==> images/final_clocks.png <==
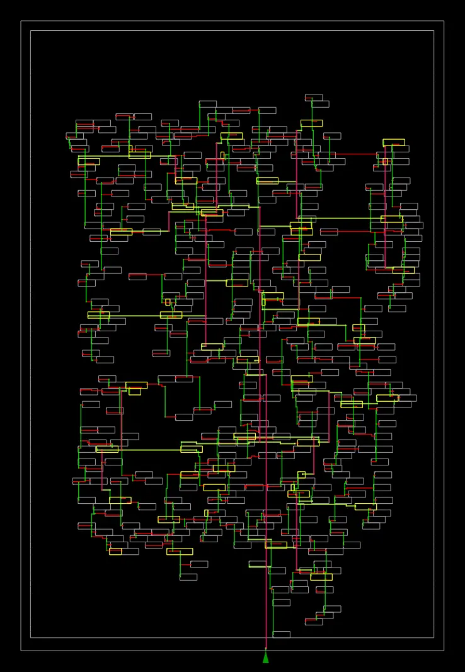
==> images/met1.png <==
Supply wires on this layer in gray.
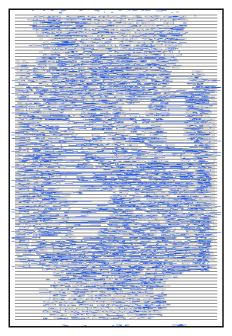
==> images/clock_map.png <==
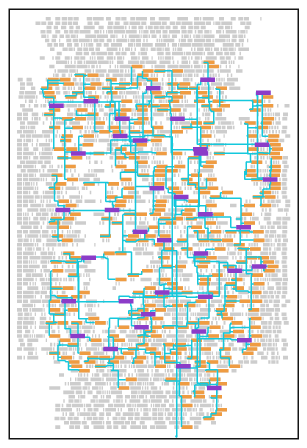
==> images/cell_classes.png <==
Scale bar: 50 µm.
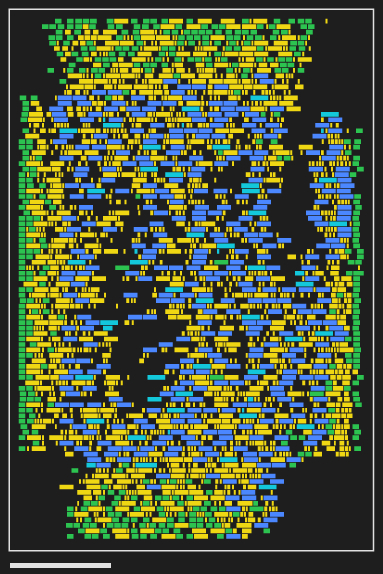
### src/rtl/pipelined_csa_tree.sv
`timescale 1ns/1ps
`default_nettype none
// ============================================================================
//  Module   : pipelined_csa_tree
//  Brief    : Carry-save reduction tree (6:3 / 3:2 levels) with a registered
//             valid/ready pipeline and a sideband tag; sums mod 2^BIT_LEN.
//  Revision : 1.0 - initial release
// ============================================================================
module pipelined_csa_tree #(
    parameter int NUM_ELEMENTS = 18,
    parameter int BIT_LEN      = 19,
    parameter int REG_EVERY    = 1,
    parameter int TAG_WIDTH    = 8
) (
    input  logic                 clk,
    input  logic                 rst,
    input  logic                 in_valid,
    output logic                 in_ready,
    input  logic [BIT_LEN-1:0]   terms [NUM_ELEMENTS],
    input  logic [TAG_WIDTH-1:0] in_tag,
    output logic                 out_valid,
    input  logic                 out_ready,
    output logic [BIT_LEN-1:0]   out_a,
    output logic [BIT_LEN-1:0]   out_b,
    output logic [BIT_LEN-1:0]   out_sum,
    output logic [TAG_WIDTH-1:0] out_tag
);

    typedef logic [NUM_ELEMENTS-1:0][BIT_LEN-1:0] vec_t;

    function automatic int level_out(input int n);
        int m;
        m = n % 6;
        return (n / 6) * 3 + ((m > 3) ? 3 : ((m > 1) ? 2 : m));
    endfunction

    function automatic int count_levels(input int n);
        int c;
        int k;
        c = 0;
        k = n;
        while (k > 2) begin
            k = level_out(k);
            c++;
        end
        return c;
    endfunction

    function automatic int terms_at(input int lvl);
        int k;
        k = NUM_ELEMENTS;
        for (int i = 0; i < lvl; i++) k = level_out(k);
        return k;
    endfunction

    // One reduction level: live terms sit in slots [0, n), results are packed
    // from slot 0 upward and every slot beyond the result count is zero.
    function automatic vec_t reduce_level(input vec_t v, input int n);
        vec_t               r;
        logic [BIT_LEN-1:0] x [6];
        logic [BIT_LEN-1:0] s;
        logic [BIT_LEN-1:0] c2;
        logic [BIT_LEN-1:0] c4;
        logic [2:0]         cnt;
        int                 o;
        int                 rem;
        r = '0;
        o = 0;
        for (int g = 0; g < NUM_ELEMENTS; g += 6) begin
            if (g < n) begin
                rem = n - g;
                for (int i = 0; i < 6; i++) begin
                    x[i] = '0;
                    if (g + i < n) x[i] = v[g + i];
                end
                if (rem >= 4) begin
                    for (int b = 0; b < BIT_LEN; b++) begin
                        cnt = '0;
                        for (int i = 0; i < 6; i++) cnt = cnt + 3'(x[i][b]);
                        s[b]  = cnt[0];
                        c2[b] = cnt[1];
                        c4[b] = cnt[2];
                    end
                    r[o]     = s;
                    r[o + 1] = c2 << 1;
                    r[o + 2] = c4 << 2;
                    o += 3;
                end else if (rem == 3) begin
                    r[o]     = x[0] ^ x[1] ^ x[2];
                    r[o + 1] = ((x[0] & x[1]) | (x[0] & x[2]) | (x[1] & x[2])) << 1;
                    o += 2;
                end else begin
                    r[o] = x[0];
                    if (rem > 1) r[o + 1] = x[1];
                    o += (rem > 1) ? 2 : 1;
                end
            end
        end
        return r;
    endfunction

    localparam int NUM_LEVELS = count_levels(NUM_ELEMENTS);
    localparam int NUM_STAGES = (NUM_LEVELS == 0) ? 1 : (NUM_LEVELS + REG_EVERY - 1) / REG_EVERY;
    localparam int LAST       = NUM_STAGES - 1;

    vec_t terms_vec;
    vec_t final_q;

    always_comb begin
        terms_vec = '0;
        for (int i = 0; i < NUM_ELEMENTS; i++) terms_vec[i] = terms[i];
    end

    generate
        for (genvar k = 0; k < NUM_STAGES; k++) begin : g_stage
            vec_t                 src;
            vec_t                 data_d;
            vec_t                 data_q;
            logic                 src_valid;
            logic                 valid_q;
            logic                 ready;
            logic [TAG_WIDTH-1:0] src_tag;
            logic [TAG_WIDTH-1:0] tag_q;

            if (k == 0) begin : g_src_in
                assign src       = terms_vec;
                assign src_valid = in_valid;
                assign src_tag   = in_tag;
            end else begin : g_src_prev
                assign src       = g_stage[k-1].data_q;
                assign src_valid = g_stage[k-1].valid_q;
                assign src_tag   = g_stage[k-1].tag_q;
            end

            if (k == LAST) begin : g_ready_out
                assign ready = !valid_q || out_ready;
            end else begin : g_ready_next
                assign ready = !valid_q || g_stage[k+1].ready;
            end

            for (genvar j = 0; j < REG_EVERY; j++) begin : g_level
                vec_t lvl_in;
                vec_t lvl_out;
                if (j == 0) begin : g_first
                    assign lvl_in = src;
                end else begin : g_chain
                    assign lvl_in = g_level[j-1].lvl_out;
                end
                if (k * REG_EVERY + j < NUM_LEVELS) begin : g_reduce
                    assign lvl_out = reduce_level(lvl_in, terms_at(k * REG_EVERY + j));
                end else begin : g_pass
                    assign lvl_out = lvl_in;
                end
            end

            assign data_d = g_level[REG_EVERY-1].lvl_out;

            always_ff @(posedge clk) begin
                if (rst) begin
                    valid_q <= 1'b0;
                    data_q  <= '0;
                    tag_q   <= '0;
                end else if (ready) begin
                    valid_q <= src_valid;
                    if (src_valid) begin
                        data_q <= data_d;
                        tag_q  <= src_tag;
                    end
                end
            end
        end
    endgenerate

    assign in_ready  = g_stage[0].ready;
    assign out_valid = g_stage[LAST].valid_q;
    assign out_tag   = g_stage[LAST].tag_q;
    assign final_q   = g_stage[LAST].data_q;
    assign out_a     = final_q[0];

    // Slots past the final term count are zero by construction, so folding
    // them in leaves out_b equal to slot 1 (or zero for a single final term).
    always_comb begin
        out_b = '0;
        for (int i = 1; i < NUM_ELEMENTS; i++) out_b = out_b | final_q[i];
    end

    assign out_sum = out_a + out_b;

endmodule
`default_nettype wire

### config.mk
export PLATFORM = sky130hd
export DESIGN_NAME = pipelined_csa_tree
export DESIGN_NICKNAME = d
export VERILOG_FILES = /design/src/rtl/pipelined_csa_tree.sv
export SDC_FILE = /design/constraint.sdc
export NUM_CORES = 1
export LEC_CHECK = 0
export CORE_AREA = 4 4 176 264
export CTS_CLUSTER_SIZE = 12
export DETAILED_ROUTE_END_ITERATION = 7
export DIE_AREA = 0 0 180 268
export GPL_ROUTABILITY_DRIVEN = 0
export PLACE_DENSITY = 0.82
export SLEW_MARGIN = 25
export SYNTH_ARGS = -nofsm -noshare
export SYNTH_HDL_FRONTEND = slang
export SYNTH_SLANG_ARGS = --single-unit
export TNS_END_PERCENT = 50
### constraint.sdc
create_clock -name clk -period 5.35 [get_ports clk]
set_input_delay 1.07 -clock clk [delete_from_list [all_inputs] [get_ports clk]]
set_output_delay 1.07 -clock clk [all_outputs]
set_load 0.05 [all_outputs]
==> run_results.csv <==
group,metric,value,unit
critical_path,cp-end-kind,"output pin",
synth,edf_count,0,
final_layout,num_antenna_cells,0,
drt,routedWlPerCell,15.9,µm
critical_path,critPathKind,"flop to output pin",
status,outcome,"finished, final reports clean",
synth,ys_seq_share,34.3,%
grt,grt_pass1_wl,85900,µm
synth,most_common_cell,"nand2_1",
final_layout,design_area,27500,µm²
final_layout,nFillCells,3609,
final_layout,clock_cell_area_share,4.02,%
drt,vias,16910,
critical_path,path_max_fanout,4,
sta,hold_ws,451,ps
critical_path,r2r-start,"out_valid$_SDFFE_PP0P_",
drt,wl_met2,28900,µm
synth,synth-adder-area-share,31.0,%
synth,ys_async_sr_fraction,0,%
synth,ys_sh_aoi,11.0,%
clock_tree,cts-root-buf,"clkbuf_16",
synth,yosys.area_share.simple,12.2,%
power_and_ir_drop,power.switching,2.22,mW
drt,drtIter0Drc,688,
synth,syn_area,21900,µm²
synth,yosys_area,21900,µm²
grt,grt_remaining_overflow,0,
sta,setup_viol,0,
min_path,holdPathStages,2,
final_layout,nNonClkBuffers,428,
synth,synthCells,2446,
sta,period_needed,4750,ps
grt,grtUsageMet1,24.4,%
synth,yosys_most_used_dff,"dfxtp_1",
critical_path,r2r_slack,2660,ps
placement,io_buffers,418,
final_layout,nClkBuffers,47,
final_layout,postLayoutCoreUtil,62.1,%
floorplan,num_rows,95,
final_layout,stdcell_count,3381,
final_layout,final_cell_mix,"nand2_1, clkdlybuf4s50_1, inv_1",
critical_path,crit_path_start_kind,"flop",
power_and_ir_drop,clock_net_power,2.46,mW
sta,setup_tns,0,ps
final_layout,n_all_inverters,392,
clock_tree,ctsHoldBuffers,0,
final_layout,logic_area,12400,µm²
flow_run,maxCapViolations,0,
grt,track_usage,21.5,%
-- final_clocks.png (at the start) --
Late-Pin Clk Latency: 540 ps
seq_cells: 375

-- met1.png (at the start) --
The layer carries 20.3 mm of wire. The layer holds 38% of the routed length.

-- clock_map.png (at the start) --
Key: clock wires = cyan [length 4320 µm]; cells driving clock nets = purple [count 38]; flip-flops = orange [count 375]
There are 39 routed clock nets. Position of the flops: widely spread.

-- cell_classes.png (at the start) --
Key: all other logic = yellow [cells 1944]; flip-flops = blue [cells 375]; other buffers and delay cells = green [cells 428]; clock drivers and dummy loads = cyan [cells 52]

